`src/rtl/memarb_pkg.sv`:
```
// rtl/memarb_pkg.sv - shared widths and tag layout for the two-port SDRAM arbiter
package memarb_pkg;
   localparam int MEMADDR_W = 23;
   localparam int MEMLEN_W  = 2;
   localparam int MEMDATA_W = 32;

   typedef struct packed {
      logic                port;
      logic [MEMLEN_W-1:0] len;
   } tag_t;
endpackage

```
`src/rtl/memarb_if.sv`:
```
// rtl/memarb_if.sv - memaddr/memlen/memreq/memready/memack request-and-beat bundle
interface memarb_if;
   import memarb_pkg::*;

   logic [MEMADDR_W-1:0] memaddr;
   logic [MEMLEN_W-1:0]  memlen;
   logic [MEMDATA_W-1:0] memwdata;
   logic                 memreq;
   logic                 memwr;
   logic                 memready;
   logic                 memack;
   logic [MEMDATA_W-1:0] memrdata;

   modport master (output memaddr, memlen, memwdata, memreq, memwr,
                   input  memready, memack, memrdata);
   modport slave  (input  memaddr, memlen, memwdata, memreq, memwr,
                   output memready, memack, memrdata);
endinterface

```
`src/rtl/memarb_tagfifo.sv`:
```
// rtl/memarb_tagfifo.sv - single-clock FIFO of {port,len} tags for outstanding bursts
module memarb_tagfifo
   import memarb_pkg::*;
#(
   parameter int DEPTH = 8
) (
   input  logic clk,
   input  logic rst,
   input  logic push,
   input  tag_t push_data,
   input  logic pop,
   output tag_t pop_data,
   output logic full,
   output logic empty
);
   localparam int AW = $clog2(DEPTH);

   tag_t          mem [DEPTH];
   logic [AW-1:0] wptr;
   logic [AW-1:0] rptr;
   logic [AW:0]   count;

   always_ff @(posedge clk) begin
      if (!rst) begin
         wptr  <= '0;
         rptr  <= '0;
         count <= '0;
      end else begin
         if (push) begin
            mem[wptr] <= push_data;
            wptr      <= wptr + AW'(1);
         end
         if (pop)
            rptr <= rptr + AW'(1);
         case ({push, pop})
            2'b10:   count <= count + (AW+1)'(1);
            2'b01:   count <= count - (AW+1)'(1);
            default: count <= count;
         endcase
      end
   end

   assign pop_data = mem[rptr];
   assign full     = (count == (AW+1)'(DEPTH));
   assign empty    = (count == '0);
endmodule

```
`src/rtl/memarb.sv`:
```
// rtl/memarb.sv - round-robin arbiter of capture (p0) and scan-out (p1) onto one SDRAM port
// MEMARB_PRIO_EN: p1 gets strict priority instead of round-robin.
module memarb
   import memarb_pkg::*;
#(
   parameter int DEPTH = 8
) (
   input  logic     clk,
   input  logic     rst,
   memarb_if.slave  p0,
   memarb_if.slave  p1,
   memarb_if.master mem,
   output logic     err
);
   logic                g_arb;
   logic                g;
   logic                lock;
   logic                lock_g;
   logic                accept;
   logic                ack_ok;
   logic                pop;
   logic                tag_full;
   logic                tag_empty;
   logic [MEMLEN_W-1:0] beat;
   tag_t                head;
   tag_t                push_tag;

`ifdef MEMARB_PRIO_EN
   assign g_arb = p1.memreq;
`else
   logic rr;
   assign g_arb = (p0.memreq & p1.memreq) ? rr : p1.memreq;
`endif

   // A stalled downstream request keeps its owner so address/len cannot change under it.
   assign g = lock ? lock_g : g_arb;

   assign mem.memaddr = g ? p1.memaddr : p0.memaddr;
   assign mem.memlen  = g ? p1.memlen  : p0.memlen;
   assign mem.memwr   = g ? p1.memwr   : p0.memwr;
   assign mem.memreq  = (g ? p1.memreq : p0.memreq) & ~tag_full;

   assign accept      = mem.memreq & mem.memready;
   assign p0.memready = accept & ~g;
   assign p1.memready = accept & g;

   assign ack_ok      = mem.memack & ~tag_empty;
   assign p0.memack   = ack_ok & ~head.port;
   assign p1.memack   = ack_ok & head.port;
   assign p0.memrdata = mem.memrdata;
   assign p1.memrdata = mem.memrdata;

   // Write data follows the burst in flight; with nothing outstanding it follows the grant.
   assign mem.memwdata = tag_empty ? (g ? p1.memwdata : p0.memwdata)
                                   : (head.port ? p1.memwdata : p0.memwdata);

   assign pop      = ack_ok & (beat == head.len);
   assign push_tag = '{port: g, len: mem.memlen};

   memarb_tagfifo #(.DEPTH(DEPTH)) u_tagfifo (
      .clk       (clk),
      .rst       (rst),
      .push      (accept),
      .push_data (push_tag),
      .pop       (pop),
      .pop_data  (head),
      .full      (tag_full),
      .empty     (tag_empty)
   );

   always_ff @(posedge clk) begin
      if (!rst) begin
         lock   <= 1'b0;
         lock_g <= 1'b0;
         beat   <= '0;
         err    <= 1'b0;
`ifndef MEMARB_PRIO_EN
         rr     <= 1'b0;
`endif
      end else begin
         lock   <= mem.memreq & ~mem.memready;
         lock_g <= g;
`ifndef MEMARB_PRIO_EN
         if (accept)
            rr <= ~g;
`endif
         if (ack_ok)
            beat <= pop ? '0 : beat + MEMLEN_W'(1);
         if (mem.memack & tag_empty)
            err <= 1'b1;
      end
   end
endmodule

```
`src/flat_wrapper.sv`:
```
// flat-port wrapper written by rule: the top's interface ports become plain ports
module memarb_flat import memarb_pkg::*;
#(
   parameter int DEPTH = 8
)
  (clk, rst, err, p0_memaddr, p0_memlen, p0_memwdata, p0_memreq, p0_memwr, p0_memready, p0_memack, p0_memrdata, p1_memaddr, p1_memlen, p1_memwdata, p1_memreq, p1_memwr, p1_memready, p1_memack, p1_memrdata, mem_memaddr, mem_memlen, mem_memwdata, mem_memreq, mem_memwr, mem_memready, mem_memack, mem_memrdata);
  memarb_if p0_i ();
  memarb_if p1_i ();
  memarb_if mem_i ();
  input  logic clk;
  input  logic rst;
  output logic err;
  input wire logic [$bits(p0_i.memaddr)-1:0] p0_memaddr;
  input wire logic [$bits(p0_i.memlen)-1:0] p0_memlen;
  input wire logic [$bits(p0_i.memwdata)-1:0] p0_memwdata;
  input wire logic [$bits(p0_i.memreq)-1:0] p0_memreq;
  input wire logic [$bits(p0_i.memwr)-1:0] p0_memwr;
  output wire logic [$bits(p0_i.memready)-1:0] p0_memready;
  output wire logic [$bits(p0_i.memack)-1:0] p0_memack;
  output wire logic [$bits(p0_i.memrdata)-1:0] p0_memrdata;
  input wire logic [$bits(p1_i.memaddr)-1:0] p1_memaddr;
  input wire logic [$bits(p1_i.memlen)-1:0] p1_memlen;
  input wire logic [$bits(p1_i.memwdata)-1:0] p1_memwdata;
  input wire logic [$bits(p1_i.memreq)-1:0] p1_memreq;
  input wire logic [$bits(p1_i.memwr)-1:0] p1_memwr;
  output wire logic [$bits(p1_i.memready)-1:0] p1_memready;
  output wire logic [$bits(p1_i.memack)-1:0] p1_memack;
  output wire logic [$bits(p1_i.memrdata)-1:0] p1_memrdata;
  output wire logic [$bits(mem_i.memaddr)-1:0] mem_memaddr;
  output wire logic [$bits(mem_i.memlen)-1:0] mem_memlen;
  output wire logic [$bits(mem_i.memwdata)-1:0] mem_memwdata;
  output wire logic [$bits(mem_i.memreq)-1:0] mem_memreq;
  output wire logic [$bits(mem_i.memwr)-1:0] mem_memwr;
  input wire logic [$bits(mem_i.memready)-1:0] mem_memready;
  input wire logic [$bits(mem_i.memack)-1:0] mem_memack;
  input wire logic [$bits(mem_i.memrdata)-1:0] mem_memrdata;
  assign p0_i.memaddr = p0_memaddr;
  assign p0_i.memlen = p0_memlen;
  assign p0_i.memwdata = p0_memwdata;
  assign p0_i.memreq = p0_memreq;
  assign p0_i.memwr = p0_memwr;
  assign p0_memready = p0_i.memready;
  assign p0_memack = p0_i.memack;
  assign p0_memrdata = p0_i.memrdata;
  assign p1_i.memaddr = p1_memaddr;
  assign p1_i.memlen = p1_memlen;
  assign p1_i.memwdata = p1_memwdata;
  assign p1_i.memreq = p1_memreq;
  assign p1_i.memwr = p1_memwr;
  assign p1_memready = p1_i.memready;
  assign p1_memack = p1_i.memack;
  assign p1_memrdata = p1_i.memrdata;
  assign mem_memaddr = mem_i.memaddr;
  assign mem_memlen = mem_i.memlen;
  assign mem_memwdata = mem_i.memwdata;
  assign mem_memreq = mem_i.memreq;
  assign mem_memwr = mem_i.memwr;
  assign mem_i.memready = mem_memready;
  assign mem_i.memack = mem_memack;
  assign mem_i.memrdata = mem_memrdata;
  memarb #(.DEPTH(DEPTH)) u_core (.clk(clk), .rst(rst), .p0(p0_i), .p1(p1_i), .mem(mem_i), .err(err));
endmodule
```
`config.mk`:
```
export PLATFORM = sky130hd
export DESIGN_NAME = memarb_flat
export DESIGN_NICKNAME = d
export VERILOG_FILES = /design/src/rtl/memarb_pkg.sv /design/src/rtl/memarb_if.sv /design/src/rtl/memarb_tagfifo.sv /design/src/rtl/memarb.sv /design/src/flat_wrapper.sv
export SDC_FILE = /design/constraint.sdc
export NUM_CORES = 1
export LEC_CHECK = 0
export ABC_AREA = 1
export CAP_MARGIN = 5
export CORE_ASPECT_RATIO = 0.75
export CORE_MARGIN = 3
export CORE_UTILIZATION = 38
export CTS_CLUSTER_SIZE = 24
export DETAILED_ROUTE_END_ITERATION = 16
export PLACE_DENSITY = 0.95
export SYNTH_ARGS = -nofsm -noshare
export SYNTH_HDL_FRONTEND = slang
export SYNTH_HIERARCHICAL = 1
export SYNTH_SLANG_ARGS = --single-unit
export TNS_END_PERCENT = 10
```
`constraint.sdc`:
```
create_clock -name clk -period 5 [get_ports clk]
set_input_delay 1 -clock clk [delete_from_list [all_inputs] [get_ports clk]]
set_output_delay 1 -clock clk [all_outputs]
set_load 0.02 [all_outputs]
```
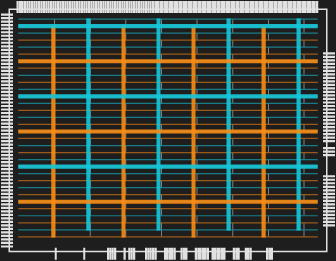
**Above:** run 1 (PDN straps and rails).
Pins as bars on the die edge. Tap cells in grey.
VSS -> orange
VDD -> cyan
met1 rails = 32
signal pins = 282
met4 straps = 8

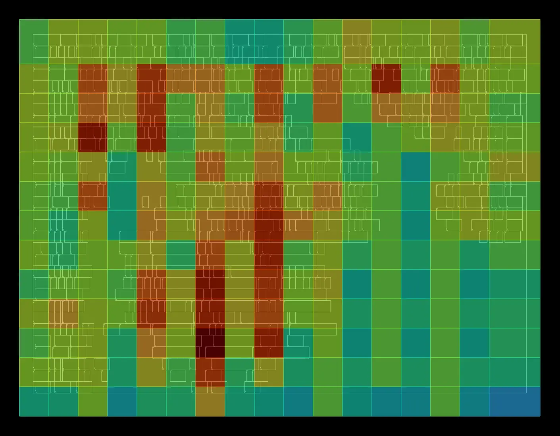
**Above:** run 1 (congestion heat map).
Routed wire per std cell: 13.3 microns
GRT Max-Usage Layer: met2
GRT Overall Usage: 0.177
GR Util met1: 0.208

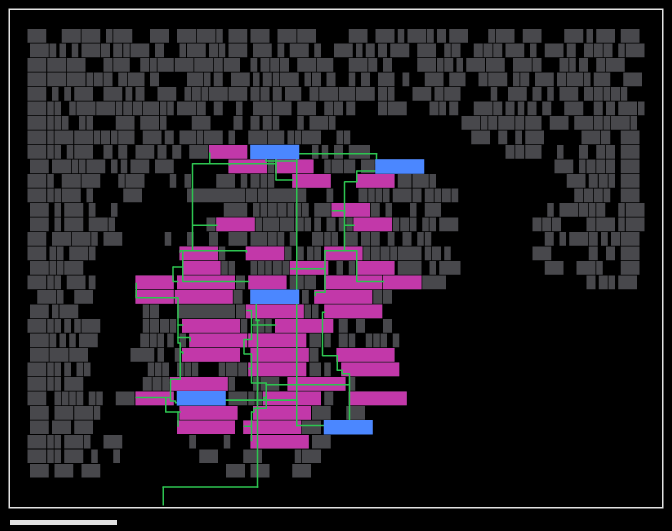
**Above:** run 1 (clock network drawn from the DEF).
Scale bar: 20 microns.
clock drivers -> blue  # count 5
clock wires -> green  # length 459 microns
flip-flops -> magenta  # count 43
routed clock nets = 6

==> flow_summary.yaml, run 1 <==
# generated from flow reports
status:
  run_status: "completed"
synthesis:
  synth_flops: 43
  syn_avg_cell_area_sq_um: 6.75
  synth_area_leader_cell: "edfxtp_1"
  edf_count: 24
  synth.most_common_cell: "nand2_1"
  top_area_frac: 0.187
  ys_top_logic_family: "buffers and inverters"
  ys_seq_share: 0.285
  flop_cell: "edfxtp_1"
critical_path:
  critPathLaunchType: "register"
  required_ns: 4.00
  crit_buf_inv: 2
  cpPeakStageDelay_ns: 0.67
  crit_top_cell: "nand2_1"
final_layout:
  top_regs: "u_core/u_tagfifo/mem x24, u_core/u_tagfifo/count x4"
  finalInstanceArea_sq_um: 5420
  final_common_cell: "clkdlybuf4s50_1"
  area_delta_synth_final_pct: 40.5
  fin_nets: 834
placed_design:
  post-dp-hpwl_microns: 8350
sta:
  finalHoldViolations: 0
  final_max_slew_viol_count: 0
  period_used_share: 0.856
  fmax_mhz: 234
  worstMarginPinSlew_ns: 1.04
power:
  power-top-group: "combinational cells"
  p_clk_w: 0.000412
  p_clk_frac: 0.131
  netSwitchingFraction: 0.461
  p_comb_frac: 0.717
clocking:
  path_clk_slew_ns: 0.06
floorplanning:
  dieWidth_microns: 122
  dieArea_sq_um: 11400
  ioPinCount: 282
run:
  maxCapViolations: 0
  warnings: 27
drt:
  vias: 3871
  initialDrtViolationCount: 282
-- run 1: final timing paths --
| path | startpoint | to | slack [ns] | depth (start not counted) |
|---|---|---|---|---|
| worst max-delay path | register | mem_memwdata[22] | 0.72 | 9 |
| worst min register to register | u_core/err | u_core/err | 0.50 | 2 |
| worst max register to register | u_core/u_tagfifo/count[0] | u_core/u_tagfifo/count[2] | 1.70 | 17 |
| worst min-delay path | u_core/err | u_core/err | 0.50 | 2 |
-- run 1: metrics by stage --
| stage | power [W] | std cells | utilization |
|---|---|---|---|
| 2_1_floorplan | 0.00196 | 572 | - |
| 3_3_place_gp | 0.00270 | 800 | 0.535 |
| 3_5_place_dp | 0.00273 | 800 | 0.535 |
| 4_1_cts | 0.00315 | 808 | 0.555 |
| 5_1_grt | 0.00339 | 808 | 0.555 |
| 6_report | 0.00314 | 808 | 0.555 |
-- run 1: kinds of logic (layout without fill, tap and decap cells) --
kind of cell | count (synthesis) | after routing
muxes | 3 | 3
buffers and inverters | 157 | 261
adders and majority gates | 5 | 5
and+or+nand+nor | 197 | 197
DFF | 43 | 43
AOI/OAI and AO/OA | 162 | 162
xor gates and xnor gates | 5 | 5
-- run 1: worst min-delay path, delay by kind of cell (launching register included) --
kind | cells | cell delay, ns
AND/OR/NAND/NOR | 1 | 0.07
AND-OR/OR-AND | 1 | 0.05
flip-flops | 1 | 0.34
-- run 1: final cells by class --
cell class	count	area, sq um
fill	879	4350
timing repair buffer	189	1890
multi-input combinational	372	1820
sequential	43	1100
inverter	64	243
tap	132	165
clock buffer	5	125
clock inverter	3	67.6
==> run 1 -> run 2 <==
--- a/config.mk
+++ b/config.mk
@@ -12,7 +12,7 @@
 export CORE_UTILIZATION = 38
 export CTS_CLUSTER_SIZE = 24
 export DETAILED_ROUTE_END_ITERATION = 16
-export PLACE_DENSITY = 0.95
+export PLACE_DENSITY = 0.88
 export SYNTH_ARGS = -nofsm -noshare
 export SYNTH_HDL_FRONTEND = slang
 export SYNTH_HIERARCHICAL = 1
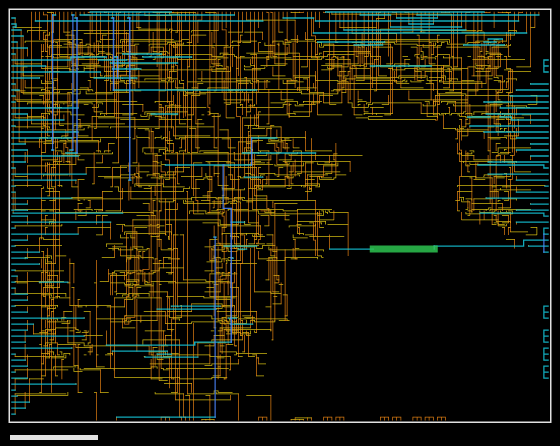
**Above:** run 2 (signal wires by layer).
Scale bar: 20 microns.
metal 4 -> blue  # wire length 243 microns
metal 5 -> green  # wire length 13.8 microns
metal 2 -> orange  # wire length 4840 microns
metal 1 -> yellow  # wire length 4410 microns
metal 3 -> cyan  # wire length 1380 microns

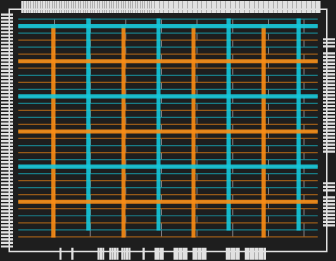
**Above:** run 2 (PDN straps and rails).
Pins as bars on the die edge. Tap cells in grey.
VDD -> cyan
VSS -> orange
tap cells = 132
signal pins = 282
met5 straps = 6

==> flow_summary.yaml, run 2 <==
# generated from flow reports
final_layout:
  final_cells: 808
  finalInstanceArea_sq_um: 5400
  top_regs: "u_core/u_tagfifo/mem x24, u_core/u_tagfifo/count x4"
  final_common_cell: "clkdlybuf4s50_1"
  postLayoutCoreUtil: 0.552
synthesis:
  syn_avg_cell_area_sq_um: 6.75
  flop_cell: "edfxtp_1"
  synth.most_common_cell: "nand2_1"
  synth_area_leader_cell: "edfxtp_1"
  top_area_frac: 0.187
status:
  run_status: "completed"
grt:
  track_usage: 0.187
floorplanning:
  ioPinCount: 282
  dieArea_sq_um: 11400
drt:
  vias: 3907
  routedWlPerCell_microns: 13.5
  initialDrtViolationCount: 236
critical_path:
  worstSetupEndpoint: "mem_memwdata[26]"
  cpPeakStageDelay_ns: 0.65
  rr_startpoint: "u_core/u_tagfifo/count[0]"
  ff2ff_setup_slack_ns: 2.07
  crit_cells: 9
clocking:
  path_clk_slew_ns: 0.06
sta:
  finalHoldViolations: 0
  fmax_mhz: 233
  period_used_share: 0.858
run:
  maxCapViolations: 0
placed_design:
  post-place-cells: 800
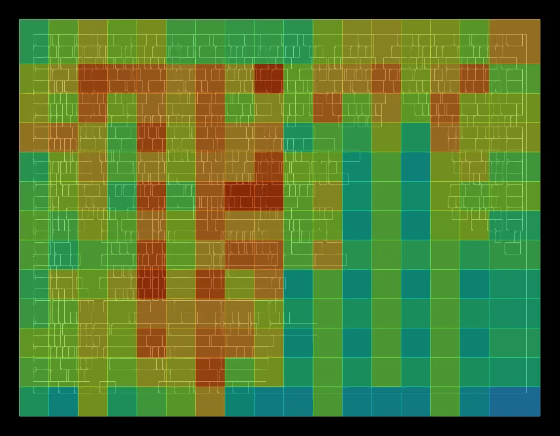
**Above:** run 2 (congestion heat map).
GR Util met1: 0.230
M3 GR Usage: 0.0840

run 2: cell count changes in the layout (fill, tap and decap cells not counted):
cell and delta:
bufinv_16 -1, clkinv_4 +1, clkinvlp_4 -1, inv_6 +1
run 2: cell families after synthesis:
family                   Yosys count  share of synthesized area
AND/OR/NAND/NOR                  197                      0.205
AND-OR/OR-AND                    162                      0.231
buffers and inverters            157                      0.244
flip-flops                        43                      0.285
XOR/XNOR                           5                     0.0114
adder cells (fa/ha/maj)            5                     0.0162
multiplexers                       3                    0.00778
run 2: worst min-delay path by stage:
stage | endpoint | slack [ns] | cells past startpoint
3_5_place_dp | u_core/beat[0] | 0.48 | 2
4_1_cts | u_core/beat[0] | 0.50 | 2
6_report | u_core/beat[0] | 0.50 | 2
3_3_place_gp | u_core/err | 0.47 | 2
2_1_floorplan | u_core/beat[0] | 0.46 | 2
5_1_grt | u_core/beat[0] | 0.53 | 2
run 2: routing by layer:
layer | track usage | up-vias | part of all wire
met5 | 0 | - | 0.0012
met4 | 0.0559 | 2 | 0.022
met3 | 0.0840 | 24 | 0.13
met2 | 0.294 | 202 | 0.44
met1 | 0.230 | 1689 | 0.41
li1 | - | 1990 | -
run 2: where the power goes:
group	internal (W)	switching [W]	leakage, nW
clock	0.000238	0.000136	0.0844
sequential	0.000424	0.0000529	0.374
combinational	0.000982	0.00126	1.88
run 2: area by class of cell:
cell class	count	area (sq um)
multi-input cells	372	1820
repair buffers	189	1890
well taps	132	165
flip-flops and latches	43	1100
inverters	64	243
clock inverters	3	47.5
fillers	908	4370
clock buffers	5	125
Power and IR drop assume default switching activity.
